==> config.mk <==
export PLATFORM = sky130hd
export DESIGN_NAME = cc1200_spi_master
export DESIGN_NICKNAME = d
export VERILOG_FILES = /design/src/rtl/cc1200_spi_master.sv
export SDC_FILE = /design/constraint.sdc
export NUM_CORES = 1
export LEC_CHECK = 0
export CORE_ASPECT_RATIO = 0.9
export CORE_UTILIZATION = 68
export DETAILED_ROUTE_END_ITERATION = 6
export DONT_BUFFER_PORTS = 1
export HOLD_SLACK_MARGIN = 0.03
export MAX_ROUTING_LAYER = met4
export PLACE_DENSITY = 0.84
export REMOVE_ABC_BUFFERS = 1
export SLEW_MARGIN = 20
export SYNTH_ARGS = -nofsm -noshare
export SYNTH_HDL_FRONTEND = slang
export SYNTH_SLANG_ARGS = --single-unit
==> constraint.sdc <==
create_clock -name clk -period 4.1 [get_ports clk]
set_clock_uncertainty 0.1 [all_clocks]
set_input_delay 0.615 -clock clk [delete_from_list [all_inputs] [get_ports clk]]
set_output_delay 0.615 -clock clk [all_outputs]
set_load 0.005 [all_outputs]
==> src/rtl/cc1200_spi_master.sv <==
// rtl/cc1200_spi_master.sv - SPI mode-0 master sequencing CC1200 header, extended-address and data byte slots
module cc1200_spi_master #(
  parameter int CLK_DIV       = 4,
  parameter int CS_SETUP      = 2,
  parameter int CS_HOLD       = 2,
  parameter int READY_TIMEOUT = 1024
) (
  input  logic       clk,
  input  logic       rst,
  input  logic       start,
  input  logic [7:0] header,
  input  logic       ext_en,
  input  logic [7:0] ext_addr,
  input  logic [7:0] len,
  input  logic [7:0] tx_data,
  input  logic       tx_valid,
  output logic       tx_ready,
  output logic [7:0] rx_data,
  output logic       rx_valid,
  output logic [7:0] status_byte,
  output logic       busy,
  output logic       done,
  output logic       timeout_err,
  output logic       SCLK_0,
  output logic       MOSI_0,
  input  logic       MISO_0,
  output logic       CS_n_0
);

  localparam int CNT_MAX = (READY_TIMEOUT > CS_SETUP)
                         ? ((READY_TIMEOUT > CS_HOLD) ? READY_TIMEOUT : CS_HOLD)
                         : ((CS_SETUP > CS_HOLD) ? CS_SETUP : CS_HOLD);
  localparam int CW = $clog2(CNT_MAX + 1);
  localparam int DW = $clog2(CLK_DIV);

  localparam logic [CW-1:0] RDY_LAST   = CW'(READY_TIMEOUT - 1);
  localparam logic [CW-1:0] RDY_MIN    = CW'(2);
  localparam logic [CW-1:0] SETUP_LAST = CW'(CS_SETUP - 1);
  localparam logic [CW-1:0] HOLD_LAST  = CW'(CS_HOLD - 1);
  localparam logic [DW-1:0] DIV_LAST   = DW'(CLK_DIV - 1);
  localparam logic [DW-1:0] DIV_ONE    = DW'(1);

  typedef enum logic [2:0] {
    S_IDLE, S_WAIT_RDY, S_SETUP, S_SHIFT, S_NEXT_BYTE, S_HOLD, S_DONE
  } state_t;

  typedef enum logic [1:0] {SLOT_HDR, SLOT_EXT, SLOT_DATA} slot_t;

  state_t        state_q, state_d;
  slot_t         slot_q;
  logic [CW-1:0] cnt_q;
  logic [DW-1:0] div_q;
  logic [2:0]    bit_q;
  logic          rd_q;
  logic          ext_pend_q;
  logic [7:0]    ext_q;
  logic [7:0]    bytes_left_q;
  logic [7:0]    tx_shift_q;
  logic [7:0]    rx_shift_q;
  logic          miso_s1, miso_s2;
  logic          half_end, byte_end, nb_go;

  assign busy = (state_q != S_IDLE) && (state_q != S_DONE);
  assign done = (state_q == S_DONE);

  always_ff @(posedge clk or posedge rst) begin
    if (rst) state_q <= S_IDLE;
    else     state_q <= state_d;
  end

  always_comb begin
    state_d  = state_q;
    half_end = (div_q == DIV_LAST);
    byte_end = 1'b0;
    nb_go    = 1'b0;
    tx_ready = 1'b0;
    case (state_q)
      S_IDLE:      if (start) state_d = S_WAIT_RDY;
      // Only trust the synchroniser once it has refilled since CS_n fell.
      S_WAIT_RDY: begin
        if (cnt_q >= RDY_MIN && !miso_s2) state_d = S_SETUP;
        else if (cnt_q == RDY_LAST)       state_d = S_HOLD;
      end
      S_SETUP:     if (cnt_q == SETUP_LAST) state_d = S_SHIFT;
      S_SHIFT: begin
        if (half_end && SCLK_0 && bit_q == 3'd7) begin
          byte_end = 1'b1;
          state_d  = (ext_pend_q || bytes_left_q != 8'd0) ? S_NEXT_BYTE : S_HOLD;
        end
      end
      // This state doubles as the first low clk of the next byte's bit 7.
      S_NEXT_BYTE: begin
        nb_go    = ext_pend_q || rd_q || tx_valid;
        tx_ready = nb_go && !ext_pend_q && !rd_q;
        if (nb_go) state_d = S_SHIFT;
      end
      S_HOLD:      if (cnt_q == HOLD_LAST) state_d = S_DONE;
      S_DONE:      state_d = S_IDLE;
      default:     state_d = S_IDLE;
    endcase
  end

  always_ff @(posedge clk or posedge rst) begin
    if (rst) begin
      miso_s1      <= 1'b1;
      miso_s2      <= 1'b1;
      cnt_q        <= '0;
      div_q        <= '0;
      bit_q        <= 3'd0;
      slot_q       <= SLOT_HDR;
      rd_q         <= 1'b0;
      ext_pend_q   <= 1'b0;
      ext_q        <= 8'h00;
      bytes_left_q <= 8'h00;
      tx_shift_q   <= 8'h00;
      rx_shift_q   <= 8'h00;
      rx_data      <= 8'h00;
      rx_valid     <= 1'b0;
      status_byte  <= 8'h00;
      timeout_err  <= 1'b0;
      SCLK_0       <= 1'b0;
      MOSI_0       <= 1'b0;
      CS_n_0       <= 1'b1;
    end else begin
      miso_s1  <= MISO_0;
      miso_s2  <= miso_s1;
      rx_valid <= 1'b0;
      CS_n_0   <= (state_d == S_IDLE) || (state_d == S_DONE);
      cnt_q    <= (state_d != state_q) ? '0 : cnt_q + 1'b1;
      case (state_q)
        S_IDLE: begin
          if (start) begin
            rd_q         <= header[7];
            ext_pend_q   <= ext_en;
            ext_q        <= ext_addr;
            bytes_left_q <= len;
            tx_shift_q   <= header;
            MOSI_0       <= header[7];
            timeout_err  <= 1'b0;
          end
        end
        S_WAIT_RDY: if (state_d == S_HOLD) timeout_err <= 1'b1;
        S_SETUP: begin
          if (state_d == S_SHIFT) begin
            div_q  <= '0;
            bit_q  <= 3'd0;
            slot_q <= SLOT_HDR;
          end
        end
        S_SHIFT: begin
          if (half_end) begin
            div_q <= '0;
            if (!SCLK_0) begin
              SCLK_0     <= 1'b1;
              rx_shift_q <= {rx_shift_q[6:0], miso_s2};
            end else begin
              SCLK_0 <= 1'b0;
              if (byte_end) begin
                bit_q <= 3'd0;
                case (slot_q)
                  SLOT_HDR:  status_byte <= rx_shift_q;
                  SLOT_DATA: begin
                    rx_data  <= rx_shift_q;
                    rx_valid <= 1'b1;
                  end
                  default: ;
                endcase
              end else begin
                bit_q      <= bit_q + 3'd1;
                tx_shift_q <= {tx_shift_q[6:0], 1'b0};
                MOSI_0     <= tx_shift_q[6];
              end
            end
          end else begin
            div_q <= div_q + 1'b1;
          end
        end
        S_NEXT_BYTE: begin
          if (nb_go) begin
            div_q <= DIV_ONE;
            if (ext_pend_q) begin
              ext_pend_q <= 1'b0;
              slot_q     <= SLOT_EXT;
              tx_shift_q <= ext_q;
              MOSI_0     <= ext_q[7];
            end else begin
              bytes_left_q <= bytes_left_q - 8'd1;
              slot_q       <= SLOT_DATA;
              tx_shift_q   <= rd_q ? 8'h00 : tx_data;
              MOSI_0       <= !rd_q && tx_data[7];
            end
          end
        end
        S_DONE:  MOSI_0 <= 1'b0;
        default: ;
      endcase
    end
  end

endmodule

Clock routing:
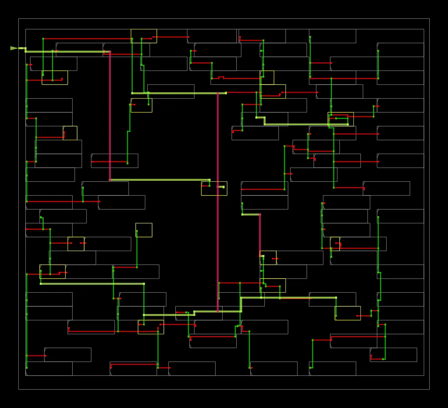
clock tree sinks: 77
Inserted Clock Buffers: 9

Sequential cells coloured by netlist name:
The bar under the picture is 20 µm long. Other sequential cells in the stronger grey, the rest of the logic in the fainter grey.
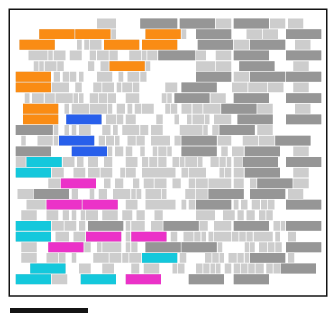
[`cnt_q`] orange | flops: 11 | where: upper left
[`ext_q`] cyan | flops: 8 | where: lower left
[`tx_shift_q`] magenta | flops: 7
[`state_q`] blue | flops: 3
not coloured: 48

Cell classes on the final placement:
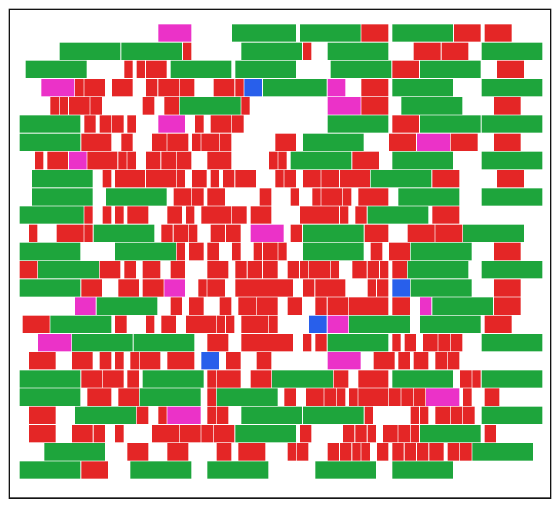
[flip-flops] green | cells: 77
[other buffers and delay cells] blue | cells: 4
[clock drivers and dummy loads] magenta | cells: 16
[all other logic] red | cells: 261

==> CHANGELOG.md <==
### Implementation results

* Yosys warns at 0
* Cell row count at 25
* Largest net degree at the start of global routing at roughly 48
* Most common logic cells in the final layout: 74 x dfrtp_1, 33 x mux2_2, 29 x nor2_1
* Peak VDD IR at 409.5 µV
* R2R Setup Slk at 1340 ps
* Hold Crit Class: in2reg
* Top Metal Used: met4
* Crit-path leading delay family: simple AND/OR/NAND/NOR gates
* CTS Hold Buffers Added at 0
* Reg-to-reg endpoint: bit_q[1]$_DFFE_PP0P_
* Tot GR Track Use at 30.39%
* Post-CTS Setup Repair Bufs at 0
* Layout cell share with drive strength beyond 1 at 20.39%
* Post-CTS resize count at 0
* Nets at about 400
* Setup crit end kind: output port
* GP Congestion at 0.8780
* Routed Antenna Nets at 0
* Root Buffer: clkbuf_8
* FFs w/ async S/R, synth at 100.0%
* Reg power frac at about half
* H-tree depth at 3
* Critical path type: reg2out
* I/O pins at between 60 and 70
* Placed wire-length estimate at 5.407 mm
* Worst Hold Path EP: miso_s1$_DFF_PP1_
* CP Buf/Inv Count at 0
* RSZ-0062 raised after global routing: no
* Die outline width at 80.67 µm
* Vias per cell at approximately 6.5
* Yosys cell count at 353
* Mean Syn Cell Area at 10.73 µm²
* Logic pwr share at between 20 and 30%
* Status: completed
* Crit Path Max Fanout at 16
* Synth logic family: simple AND/OR/NAND/NOR gates
* Cell area after synthesis at 3787 µm²
* Dominant flop cell: dfrtp_1
* Min cycle time layout at 2955 ps
* Hold Path Origin: MISO_0
* I/O Buffers at 0
* Ys flops at 77
* Cells along the critical path: or3b_4 -> nor3_2 -> and2_1
* Adder Share, Synth at between 2 and 3%
* Psw at approximately 920 µW
* Number of hold violations in the final report at 0
* Final TNS setup at 0 ps
* Setup ws final at 1145 ps
* Worst Reg2Reg Path Length in Cells at 7
* Worst EP arrival at roughly 2200 ps
* GR Util met2 at between 40% and 50%
* Syn-to-layout area delta at 6.277%
* Main area contributors: dfrtp_1 49%, mux2_2 9.8%, nor2_1 2.9%
* Fillcell total at 372
* Placed cell count at 409
* XOR/XNOR Fraction of Synth Area at under 10%
* Final setup fails at 0
* Die Ht at 72.80 µm
* Wire length on met3 at just under 600 µm
* Internal at 1.481 mW
* EDFF count, synth at 0
* Worst-margin pin slew at 943.9 ps
* Drt first-iter violations at between 150 and 200
* YS chip area at approximately 3800 µm²
* Diodes inserted at 0
* Clock-pin slew on the worst setup and hold paths at 80 ps
* Via total after detailed routing at 2776
* Routed length on met1 at 3.313 mm
* M3 GR Usage at 11.75%
* Slew Viols, Final at 0
* GRT Max-Usage Layer: met2
* Vias in the first global route at 2693
* First-pass GRT wire length at ~13 mm
* Clk ins delay skew pair at 360 ps
* Design area at 4025 µm²
Cells by drive strength:
The bar under the picture is 20 µm long.
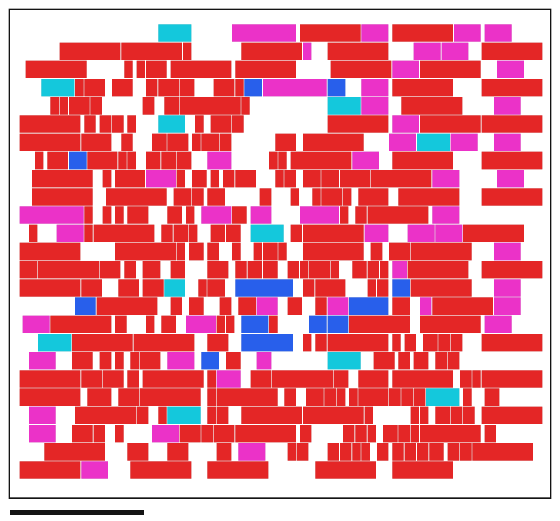
[drive 2] magenta | cells: 50 | share: 14%
[drive 3 to 4] blue | cells: 12 | share: 3.4%
[drive 6 and up] cyan | cells: 11 | share: 3.1%
[drive 1 or less] red | cells: 285 | share: 80%

Clock network drawn from the DEF:
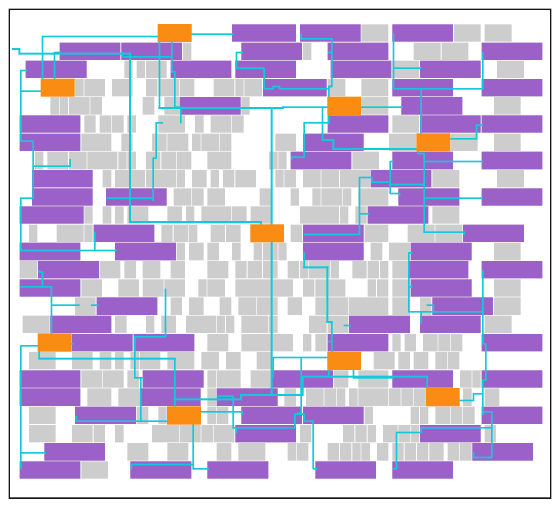
[cells driving clock nets] orange | count: 9
[flip-flops] purple | count: 77
[clock wires] cyan | length: 878 µm
routed clock nets: 10
flops lie: all over the die

power by group through the flow:
| stage | clock (mW) | sequential [mW] | combinational [mW] |
|---|---|---|---|
| 2_1_floorplan | 0 | 1.11 | 0.560 |
| 5_1_grt | 0.570 | 1.20 | 0.807 |
| 6_report | 0.523 | 1.16 | 0.717 |
| 4_1_cts | 0.537 | 1.16 | 0.714 |
| 3_5_place_dp | 0 | 1.17 | 0.713 |
| 3_3_place_gp | 0 | 1.16 | 0.675 |
state kept, by name, indices dropped and copies added (netlist names), 2 cells and up:
| signal | cells |
|---|---|
| bit_q | 3 |
| bytes_left_q | 8 |
| rx_data | 8 |
| rx_shift_q | 8 |
| div_q | 2 |
| tx_shift_q | 7 |
| status_byte | 8 |
| cnt_q | 11 |
| state_q | 3 |
| ext_q | 8 |
| slot_q | 2 |
how the worst max path moves through the flow:
stage                                  end  depth (start not counted)                  from
global placement                  tx_ready                          3  state_q[2]$_DFF_PP0_
global route                      tx_ready                          3  state_q[2]$_DFF_PP0_
detailed placement    bit_q[1]$_DFFE_PP0P_                          7  state_q[2]$_DFF_PP0_
CTS                               tx_ready                          3  state_q[2]$_DFF_PP0_
floorplan           rx_data[0]$_DFFE_PP0P_                          5  state_q[2]$_DFF_PP0_
finish                            tx_ready                          3  state_q[2]$_DFF_PP0_
cell type report:
class,count,area (µm²),area share [%]
repair buffers,4,30.03,0.7460
multi-input cells,251,1762,43.77
flip-flops and latches,77,1931,47.96
clock buffers,9,123.9,3.077
clock inverters,7,57.56,1.430
well taps,67,83.83,2.083
inverters,10,37.54,0.9325
cell families after synthesis:
family,after synthesis
xor gates and xnor gates,9
AOI/OAI and AO/OA,83
DFF,77
muxes,33
adders and majority gates,8
buffers and inverters,25
and+or+nand+nor,118
Power and IR drop assume default switching activity.
